**src/rtl/param_tfhe_set_switch.sv**
```systemverilog
// Run-time TFHE parameter-set table with a drained set switch.
// Holds NB_SET packed parameter records and drives the active one to the
// PBS/KS datapath. A switch waits until every in-flight PBS command has
// retired, so a command never observes a mix of old and new parameters.
//
// Handshake: a switch request is accepted in any cycle where sel_vld and
// sel_rdy are both 1; sel_set is sampled in that cycle. sel_rdy is high only
// in IDLE. Each accepted request produces exactly one sel_err or switch_done
// pulse.
//
// Record layout, MSB -> LSB:
//   lwe_k[LWE_K_W] n_log[4] glwe_k[3] pbs_l[4] pbs_b_w[6] ks_l[4] ks_b_w[6] mod_ksk_w[7]
module param_tfhe_set_switch #(
    parameter int NB_SET      = 4,
    parameter int SET_W       = $clog2(NB_SET),
    parameter int LWE_K_W     = 11,
    parameter int INFLIGHT_W  = 8,
    parameter int DEFAULT_SET = 0,
    parameter int REC_W       = LWE_K_W + 4 + 3 + 4 + 6 + 4 + 6 + 7,
    parameter logic [REC_W-1:0] DEFAULT_REC =
        {LWE_K_W'(887), 4'd11, 3'd1, 4'd1, 6'd22, 4'd5, 6'd3, 7'd21}
) (
    input  logic                  clk,
    input  logic                  a_rst_n,
    input  logic                  cfg_wr_en,
    input  logic [SET_W-1:0]      cfg_wr_set,
    input  logic [REC_W-1:0]      cfg_wr_data,
    output logic                  cfg_wr_err,
    input  logic                  sel_vld,
    output logic                  sel_rdy,
    input  logic [SET_W-1:0]      sel_set,
    output logic                  sel_err,
    output logic                  switch_done,
    output logic                  cmd_allow,
    input  logic                  pbs_start,
    input  logic                  pbs_done,
    output logic [INFLIGHT_W-1:0] inflight,
    output logic                  cnt_err,
    output logic [SET_W-1:0]      act_set,
    output logic [REC_W-1:0]      act_rec,
    output logic [1:0]            dbg_state
);

    typedef enum logic [1:0] {
        ST_IDLE  = 2'd0,
        ST_DRAIN = 2'd1,
        ST_APPLY = 2'd2
    } state_e;

    localparam logic [SET_W:0]      NB_SET_L = (SET_W + 1)'(NB_SET);
    localparam logic [SET_W-1:0]    DEF_SET  = SET_W'(DEFAULT_SET);
    localparam logic [INFLIGHT_W-1:0] INF_MAX = {INFLIGHT_W{1'b1}};

    state_e                  state_q, state_d;
    logic [SET_W-1:0]        pend_q, pend_d;
    logic [SET_W-1:0]        act_set_q, act_set_d;
    logic [REC_W-1:0]        act_rec_q, act_rec_d;
    logic                    done_q, done_d;
    logic                    sel_err_q, sel_err_d;
    logic                    wr_err_q, wr_err_d;
    logic [INFLIGHT_W-1:0]   inflight_q, inflight_d;
    logic                    cnt_err_q, cnt_err_d;
    logic                    cnt_flag;
    logic [REC_W-1:0]        tbl_q [NB_SET];
    logic [REC_W-1:0]        pend_rec;
    logic                    wr_ok;
    logic                    wr_hit_pend;
    logic                    wr_hit_req;

    // In-flight counter: saturating, with over/underflow and illegal-start flags.
    always_comb begin
        inflight_d = inflight_q;
        cnt_flag   = 1'b0;
        case ({pbs_start, pbs_done})
            2'b10: begin
                if (inflight_q == INF_MAX) cnt_flag = 1'b1;
                else                       inflight_d = inflight_q + INFLIGHT_W'(1);
            end
            2'b01: begin
                if (inflight_q == '0) cnt_flag = 1'b1;
                else                  inflight_d = inflight_q - INFLIGHT_W'(1);
            end
            default: inflight_d = inflight_q;
        endcase
        // A start while commands are blocked is still counted but is an error.
        if (pbs_start && (state_q != ST_IDLE)) cnt_flag = 1'b1;
        cnt_err_d = cnt_err_q | cnt_flag;
    end

    // Record of the pending set, muxed by comparison so any SET_W works.
    always_comb begin
        pend_rec = '0;
        for (int i = 0; i < NB_SET; i++) begin
            if (pend_q == SET_W'(i)) pend_rec = tbl_q[i];
        end
    end

    // Switch FSM: next state, handshake outputs and the pulses it owns.
    always_comb begin
        state_d   = state_q;
        pend_d    = pend_q;
        act_set_d = act_set_q;
        act_rec_d = act_rec_q;
        done_d    = 1'b0;
        sel_err_d = 1'b0;
        sel_rdy   = 1'b0;
        cmd_allow = 1'b0;
        case (state_q)
            ST_IDLE: begin
                sel_rdy   = 1'b1;
                cmd_allow = 1'b1;
                if (sel_vld) begin
                    if ({1'b0, sel_set} >= NB_SET_L) begin
                        sel_err_d = 1'b1;
                    end else if (sel_set == act_set_q) begin
                        done_d = 1'b1;
                    end else begin
                        pend_d  = sel_set;
                        state_d = ST_DRAIN;
                    end
                end
            end
            ST_DRAIN: begin
                // A command retiring this cycle is already out of the pipe, so
                // look at the counter's next value to avoid a wasted cycle.
                if (inflight_d == '0) state_d = ST_APPLY;
            end
            ST_APPLY: begin
                act_set_d = pend_q;
                act_rec_d = pend_rec;
                done_d    = 1'b1;
                state_d   = ST_IDLE;
            end
            default: state_d = ST_IDLE;
        endcase
    end

    // Table write qualification: never touch the active, pending or just-requested set.
    always_comb begin
        wr_hit_pend = (state_q != ST_IDLE) && (cfg_wr_set == pend_q);
        wr_hit_req  = sel_vld && (state_q == ST_IDLE) && (cfg_wr_set == sel_set);
        wr_ok       = ({1'b0, cfg_wr_set} < NB_SET_L) &&
                      (cfg_wr_set != act_set_q) && !wr_hit_pend && !wr_hit_req;
        wr_err_d    = cfg_wr_en && !wr_ok;
    end

    // Control and active-set registers; reset aborts any switch in progress.
    always_ff @(posedge clk or negedge a_rst_n) begin
        if (!a_rst_n) begin
            state_q    <= ST_IDLE;
            pend_q     <= DEF_SET;
            act_set_q  <= DEF_SET;
            act_rec_q  <= DEFAULT_REC;
            done_q     <= 1'b0;
            sel_err_q  <= 1'b0;
            wr_err_q   <= 1'b0;
            inflight_q <= '0;
            cnt_err_q  <= 1'b0;
        end else begin
            state_q    <= state_d;
            pend_q     <= pend_d;
            act_set_q  <= act_set_d;
            act_rec_q  <= act_rec_d;
            done_q     <= done_d;
            sel_err_q  <= sel_err_d;
            wr_err_q   <= wr_err_d;
            inflight_q <= inflight_d;
            cnt_err_q  <= cnt_err_d;
        end
    end

    // Parameter table storage, one entry per set.
    always_ff @(posedge clk or negedge a_rst_n) begin
        if (!a_rst_n) begin
            for (int i = 0; i < NB_SET; i++) tbl_q[i] <= DEFAULT_REC;
        end else begin
            for (int i = 0; i < NB_SET; i++) begin
                if (cfg_wr_en && wr_ok && (cfg_wr_set == SET_W'(i))) tbl_q[i] <= cfg_wr_data;
            end
        end
    end

    assign cfg_wr_err  = wr_err_q;
    assign sel_err     = sel_err_q;
    assign switch_done = done_q;
    assign inflight    = inflight_q;
    assign cnt_err     = cnt_err_q;
    assign act_set     = act_set_q;
    assign act_rec     = act_rec_q;
    assign dbg_state   = state_q;

endmodule

```
**config.mk**
```make
export PLATFORM = sky130hd
export DESIGN_NAME = param_tfhe_set_switch
export DESIGN_NICKNAME = d
export VERILOG_FILES = /design/src/rtl/param_tfhe_set_switch.sv
export SDC_FILE = /design/constraint.sdc
export NUM_CORES = 1
export LEC_CHECK = 0
export ABC_AREA = 1
export CAP_MARGIN = 20
export CORE_UTILIZATION = 45
export DETAILED_ROUTE_END_ITERATION = 8
export PLACE_DENSITY_LB_ADDON = 0.3
export SLEW_MARGIN = 15
export SYNTH_ARGS = -nofsm -noshare
export SYNTH_HDL_FRONTEND = slang
export SYNTH_SLANG_ARGS = --single-unit
```
**constraint.sdc**
```tcl
create_clock -name clk -period 2.65 [get_ports clk]
set_input_delay 0.6625 -clock clk [delete_from_list [all_inputs] [get_ports clk]]
set_output_delay 0.6625 -clock clk [all_outputs]
set_load 0.01 [all_outputs]
```
**Run 1: selected gate families**

Scale bar: 50 microns.
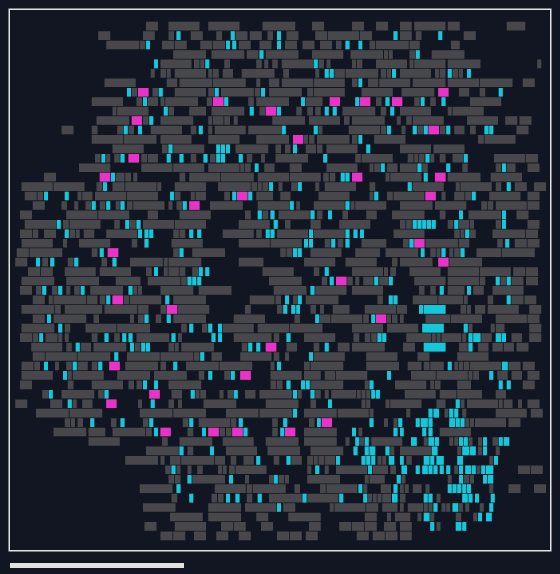
[cyan] nand cells | cells: 361 | where: all over the die
[magenta] non-inverting ao/oa cells | cells: 34

**Run 1: I/O nets highlighted**

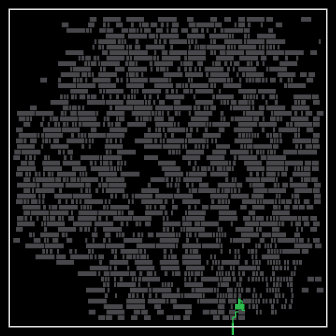
[green] `pbs_start` | direction: input | edge: bottom | end cells: 2 | buffers: 1 | wire: 17.0 microns

**Run 1: placed standard cells**

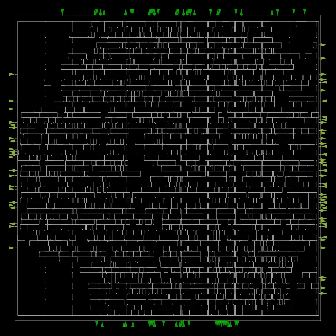
flop share of the area: 0.473
fillers: 2028
num tapcells: 313
Core Region: 0.0229 sq mm
FP Rows: 55

**Run 1: local utilization**

16 x 16 tiles, from black (low) to pale yellow (high), 0 to 100% covered.
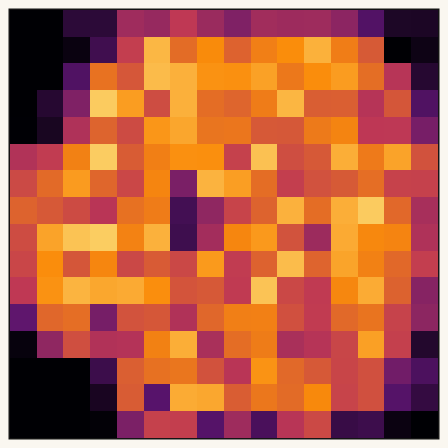
nearly empty tiles: 7.8%
fullest tile: 89%
mean over tiles: 53%

==> job_summary.md, run 1 <==
### Flow metrics

| Metric | Value |
|---|---|
| Vias per inst | `5.11` |
| Capture point of the worst reg-to-reg path | `dbg_state[0]$_DFFE_PN0P_` |
| Vias in the first global route | `7884` |
| Layout cells sized above 1 | `0.149` |
| CTS tree | `yes` |
| Yosys warning tally | `0` |
| Chip height | `156 microns` |
| Die Wd | `156 microns` |
| Yosys Chip Area | `0.0106 sq mm` |
| P_clk | `3.73 mW` |
| Outcome | `finished clean` |
| Worst path required time | `1.99 ns` |
| Comb area | `0.00363 sq mm` |
| Mapped Avg Cell Area | `between 9 and 10 sq um` |
| First drt pass iteration count | `5` |
| Period utilisation layout | `0.949` |
| Post-synth ARST share | `1.00` |
| Crit path largest cell delay | `approximately 0.55 ns` |
| Synth Net Count | `1231` |
| Root buffer cell | `clkbuf_16` |
| Gpl congestion | `~0.86` |
| Ant diodes | `0` |
| GRT Util Overall | `0.210` |
| Worst Path Max Fanout | `4` |
| Final setup viols | `0` |
| Fp util | `0.463` |
| HPWL Detailed | `between 15000 and 20000 microns` |
| H-tree depth | `1` |
| Grt total ovfl | `0` |
| DRC Markers | `0` |
| IO Port Bufs | `~120` |
| Initial DRC Count | `~440` |
| Largest net degree at the start of global routing | `91` |
| Total chip power | `15.2 mW` |
| Cell Area, Placed | `~0.012 sq mm` |
| P_int | `10.4 mW` |
| Max-slew headroom | `0.590` |
| Simple share | `0.148` |
| Layout area overhead | `23.5%` |
| Worst-Skew Late Latency | `0.53 ns` |
| Adder share | `0.00589` |
| RR Startpoint | `inflight[0]$_DFF_PN0_` |
| Total die size | `0.0242 sq mm` |
| Yosys Instances | `1171` |
| Antenna Nets Post-Route | `0` |
| Critical path capture point type | `output pin` |
| FF-to-FF setup slack | `0.59 ns` |
| Final non-filler cell area | `0.0131 sq mm` |
| Synth cell count leaders | `nand2_1, o21ai_0, inv_1` |
| Power per cell area | `1160 mW/mm^2` |
| EDFF count, synth | `0` |
| Sequential power share | `0.459` |
| HP Class | `in2async` |
| Reg clk slew, reported paths | `about 0.06 ns` |
| Max-cap violations | `0` |
| Max rail drop VDD | `0.718 mV` |
| Hold slack | `0.0746 ns` |
| Largest register by flop count | `tbl_q` |
| Via Count | `8164` |
| Worst setup path start | `dbg_state[0]$_DFFE_PN0P_` |
| Synth unique cells | `26` |
| FF+latch area | `about 0.0062 sq mm` |
| Switch Pwr | `4.87 mW` |
| CTS Buf Count | `26` |
| Post-Synth AOI/OAI Area | `0.177` |
| Setup ws final | `roughly 0.14 ns` |
| Area share of the largest cell type after synthesis | `0.299` |
run 1: layout make-up:
| type | instances | share of cell area |
|---|---|---|
| Sequential cell | 242 | 0.473 |
| Inverter | 132 | 0.0378 |
| Multi-Input combinational cell | 725 | 0.277 |
| Clock buffer | 41 | 0.0624 |
| Timing Repair Buffer | 138 | 0.114 |
| Clock inverter | 7 | 0.00649 |
| Tap cell | 313 | 0.0299 |
run 1: worst max-delay path, delay by kind of cell, from the launching register on:
kind | cells | cell delay, ns
and+or+nand+nor | 1 | 0.14
DFF | 1 | 0.40
buffers and inverters | 3 | 0.79
run 1: layer usage:
layer / GRT usage / vias up / routed length, microns
li1: - / 4029 / -
met1: 0.305 / 3911 / 11800
met2: 0.335 / 192 / 11100
met3: 0.0267 / 32 / 1130
met4: 0.0495 / 0 / 399
met5: 0 / - / 0
==> run 1 -> run 2 <==
--- a/config.mk
+++ b/config.mk
@@ -9,6 +9,7 @@
 export CAP_MARGIN = 20
 export CORE_UTILIZATION = 45
 export DETAILED_ROUTE_END_ITERATION = 8
+export DONT_BUFFER_PORTS = 1
 export PLACE_DENSITY_LB_ADDON = 0.3
 export SLEW_MARGIN = 15
 export SYNTH_ARGS = -nofsm -noshare
**Run 2: selected gate families**

Scale bar: 50 microns.
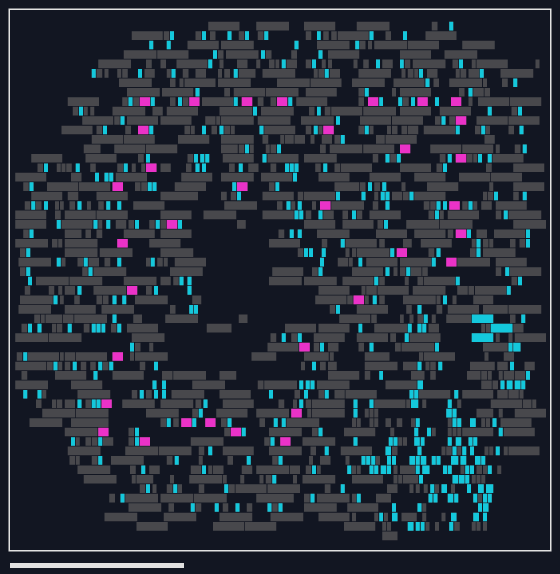
[magenta] non-inverting ao/oa cells | cells: 34 | where: all over the die
[cyan] nand cells | cells: 361 | where: all over the die

==> job_summary.md, run 2 <==
### Flow metrics

| Metric | Value |
|---|---|
| Post-synth ARST share | `1.00 (unchanged)` |
| WL met2 | `10900 microns (was 11100 microns)` |
| Max-slew headroom | `0.624 (was 0.590)` |
| MI comb cells | `725 (unchanged)` |
| Worst path required time | `3.04 ns (was 1.99 ns)` |
| Largest net degree at the start of global routing | `243 (was 91)` |
| Core Region | `0.0229 sq mm (unchanged)` |
| Fillers | `2134 (was 2028)` |
| P_int | `9.88 mW (was 10.4 mW)` |
| Area share of the largest cell type after synthesis | `0.299 (unchanged)` |
| Largest cell class | `registers (unchanged)` |
| Final non-filler cell area | `0.0119 sq mm (was 0.0131 sq mm)` |
| Grt total ovfl | `0 (unchanged)` |
| Synth Net Count | `1231 (unchanged)` |
| Num tapcells | `313 (unchanged)` |
| Seq_cells | `242 (unchanged)` |
| Sequential power share | `0.494 (was 0.459)` |
| Switch Pwr | `4.69 mW (was 4.87 mW)` |
| Worst-Skew Late Latency | `0.52 ns (was 0.53 ns)` |
| Ant diodes | `0 (unchanged)` |
| Critical path capture point type | `flop (was output pin)` |
| Power per cell area | `1230 mW/mm^2 (was 1160 mW/mm^2)` |
| First drt pass iteration count | `5 (unchanged)` |
| FP Rows | `55 (unchanged)` |
| Worst Path Max Fanout | `38 (was 4)` |
| Met1 Use GR | `0.282 (was 0.305)` |
| CTS Buf Count | `26 (unchanged)` |
| Initial DRC Count | `460 (was 443)` |
| Period utilisation layout | `0.826 (was 0.949)` |
| Yosys Chip Area | `0.0106 sq mm (unchanged)` |
| Met3 Usage GRT | `0.0361 (was 0.0267)` |
| Root buffer cell | `clkbuf_16 (unchanged)` |
| Logic share of the area | `0.306 (was 0.277)` |
| Yosys warning tally | `0 (unchanged)` |
| Hold Violations, Final | `127 (was 0)` |
| Vias per inst | `5.16 (was 5.11)` |
| Total chip power | `14.6 mW (was 15.2 mW)` |
| CTS tree | `yes (unchanged)` |
| Fraction of cell area in non-clock buffers | `0.0190 (was 0.114)` |
| Comb area | `0.00363 sq mm (unchanged)` |
| Antenna Nets Post-Route | `0 (unchanged)` |
| GR peak layer | `met2 (unchanged)` |
| Hold slack | `-0.152 ns (was 0.0746 ns)` |
| Routed met1 length | `11200 microns (was 11800 microns)` |
| Violated checks | `negative hold slack` |
| Outcome | `complete, but fails checks (was finished clean)` |
| Final setup viols | `0 (unchanged)` |
| Vias in the first global route | `7477 (was 7884)` |
**Run 2: I/O nets highlighted**

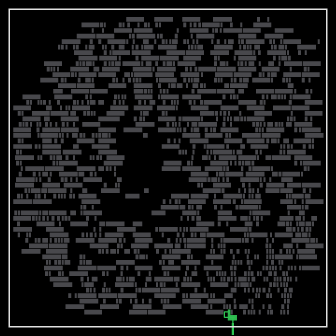
IO Port Bufs: 0
Boundary Pins: 118

## run 2: cell counts after synthesis
Identical to the previous run, type by type.
## run 2: worst paths after layout
kind                                                from                      end  slack (ns)  cells after the start
worst max register to register  dbg_state[0]$_DFFE_PN0P_   tbl_q[119]$_DFFE_PN0P_        0.46                     12
min in group clk                         cfg_wr_data[27]    tbl_q[27]$_DFFE_PN1P_        0.24                      2
worst min register to register    tbl_q[120]$_DFFE_PN1P_   tbl_q[120]$_DFFE_PN1P_        0.47                      2
max in group asynchronous                        a_rst_n    tbl_q[92]$_DFFE_PN1P_        2.47                      0
worst min-delay path                             a_rst_n  act_rec[14]$_DFFE_PN0P_       -0.15                      0
worst max-delay path            dbg_state[0]$_DFFE_PN0P_   tbl_q[119]$_DFFE_PN0P_        0.46                     12
==> run 2 -> run 3 <==
==> constraint.sdc (replaced) <==
create_clock -name clk -period 2.26 [get_ports clk]
set_input_delay 0.565 -clock clk [delete_from_list [all_inputs] [get_ports clk]]
set_output_delay 0.565 -clock clk [all_outputs]
set_load 0.01 [all_outputs]
**Run 3: placed standard cells**

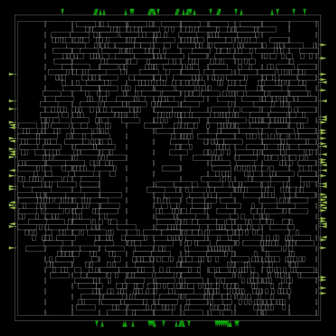
seq_cells: 242
fillers: 2108
flop share of the area: 0.521
fin cells: 1488
final core utilization: 0.519

==> job_summary.md, run 3 <==
### Flow metrics

| Metric | Value |
|---|---|
| Yosys Chip Area | `0.0106 sq mm (unchanged)` |
| CTS tree | `yes (unchanged)` |
| Area share of the largest cell type after synthesis | `0.299 (unchanged)` |
| Vias per inst | `5.18 (was 5.16)` |
| Total die size | `0.0242 sq mm (unchanged)` |
| Period utilisation layout | `0.889 (was 0.826)` |
| Post-Synth AOI/OAI Area | `0.177 (unchanged)` |
| Synth unique cells | `26 (unchanged)` |
| Adder share | `0.00589 (unchanged)` |
| Fraction of met2 tracks used by global routing | `0.319 (was 0.318)` |
| Setup ws final | `0.252 ns (was 0.460 ns)` |
| IO Port Bufs | `0 (unchanged)` |
| Hold slack | `-0.274 ns (was -0.152 ns)` |
| Crit path to | `dbg_state[0]$_DFFE_PN0P_ (was tbl_q[119]$_DFFE_PN0P_)` |
| Outcome | `complete, but fails checks (unchanged)` |
| FF-to-FF setup slack | `0.25 ns (was 0.46 ns)` |
| First drt pass iteration count | `5 (unchanged)` |
| Violated checks | `negative hold slack (unchanged)` |
| Total chip power | `17.0 mW (was 14.6 mW)` |
| WL met2 | `10700 microns (was 10900 microns)` |
| Mapped Avg Cell Area | `9.07 sq um (unchanged)` |
| Via Count | `7707 (was 7614)` |
| Vias in the first global route | `7735 (was 7477)` |
| Met1 Use GR | `0.298 (was 0.282)` |
| Synth cell count leaders | `nand2_1, o21ai_0, inv_1 (unchanged)` |
| DRC Markers | `0 (unchanged)` |
| Initial DRC Count | `537 (was 460)` |
| Yosys Instances | `1171 (unchanged)` |
| Xor+xnor area frac | `0.00742 (unchanged)` |
| Critical path depth | `13 (was 12)` |
| Layout area overhead | `12.0% (was 11.7%)` |
| EDFF count, synth | `0 (unchanged)` |
| Worst path required time | `2.69 ns (was 3.04 ns)` |
| Antenna Nets Post-Route | `0 (unchanged)` |
| HPWL Detailed | `14600 microns (was 14400 microns)` |
| Crit path largest cell delay | `0.42 ns (was 0.44 ns)` |
| Critical path capture point type | `flop (unchanged)` |
| Worst setup path start | `inflight[0]$_DFF_PN0_ (was dbg_state[0]$_DFFE_PN0P_)` |
| Largest delay contributor family on the critical path | `simple AND/OR/NAND/NOR gates (unchanged)` |
| Fp util | `0.463 (unchanged)` |
| P_int | `11.5 mW (was 9.88 mW)` |
| Most used logic cell in the final layout | `nand2_1 (unchanged)` |
| Grt total ovfl | `0 (unchanged)` |
| Max-cap violations | `0 (unchanged)` |
| Hold Violations, Final | `170 (was 127)` |
| Core Region | `0.0229 sq mm (unchanged)` |
| Final setup viols | `0 (unchanged)` |
| Cell Area, Placed | `0.0110 sq mm (was 0.0109 sq mm)` |
| Gpl congestion | `0.817 (was 0.818)` |
| Final non-filler cell area | `0.0119 sq mm (about the same)` |
| RR Startpoint | `inflight[0]$_DFF_PN0_ (was dbg_state[0]$_DFFE_PN0P_)` |
| Worst Path Max Fanout | `7 (was 38)` |
| Slew @ Worst Pin | `1.00 ns (was 0.563 ns)` |
| Sequential power share | `0.492 (was 0.494)` |
| Crit Path Category | `reg2reg (unchanged)` |
| Chip height | `156 microns (unchanged)` |
| GR peak layer | `met2 (unchanged)` |
| Max-slew headroom | `0.329 (was 0.624)` |
| Layout cells sized above 1 | `0.165 (was 0.157)` |
| Worst-Skew Late Latency | `0.54 ns (was 0.52 ns)` |
| H-tree depth | `1 (unchanged)` |
| Reg2Reg Depth | `13 (was 12)` |
| Power per cell area | `1430 mW/mm^2 (was 1230 mW/mm^2)` |
| Synth Net Count | `1231 (unchanged)` |
| Switch Pwr | `5.57 mW (was 4.69 mW)` |
| P_clk | `4.42 mW (was 3.80 mW)` |
| Ant diodes | `0 (unchanged)` |
| Largest net degree at the start of global routing | `243 (unchanged)` |
| Largest register by flop count | `tbl_q (unchanged)` |
| Met3 Usage GRT | `0.0378 (was 0.0361)` |
| Die Wd | `156 microns (unchanged)` |
| Max Used Layer | `met4 (unchanged)` |
| Yosys warning tally | `0 (unchanged)` |
| Boundary Pins | `118 (unchanged)` |
| CTS Buf Count | `28 (was 26)` |
| Simple share | `0.148 (unchanged)` |
| RSZ-0062 raised after global routing | `false (unchanged)` |
| HP Class | `in2async (unchanged)` |
| Capture point of the worst reg-to-reg path | `dbg_state[0]$_DFFE_PN0P_ (was tbl_q[119]$_DFFE_PN0P_)` |
**Run 3: metal 3**

Scale bar: 50 microns.
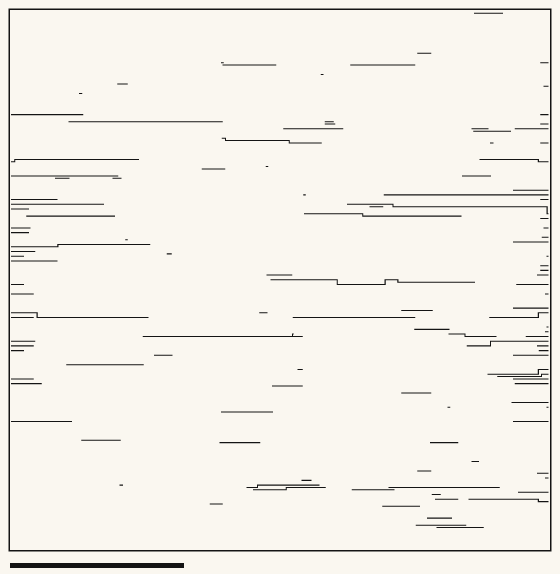
wire length on this layer: 1370 microns
nets with wire on the layer: 91
longest straight run: 47.2 microns
main direction: horizontal

-- run 3: cell counts after synthesis --
Identical to the previous run, type by type.
-- run 3: worst reg2reg max path, stage by stage (launching register included) --
cell and delay (ns):
dfrtp_1 0.42, inv_1 0.21, ha_1 0.21, nand3_1 0.10
nor2_1 0.15, nor2_1 0.13, nand2_1 0.10, nand3_1 0.07
nand2_1 0.11, nand2_1 0.07, nor2_1 0.14, nand2_1 0.09
nand2_1 0.06, nand2_1 0.04
-- run 3: layout make-up --
| cell class | instances | area (sq um) |
|---|---|---|
| Clock buffer | 40 | 786 |
| Clock inverter | 12 | 130 |
| Fill cell | 2108 | 11000 |
| Inverter | 132 | 495 |
| Multi-Input combinational cell | 725 | 3630 |
| Sequential cell | 242 | 6200 |
| Tap cell | 313 | 392 |
| Timing Repair Buffer | 24 | 268 |
No activity file was given, so power comes from the tool's default toggle rates.
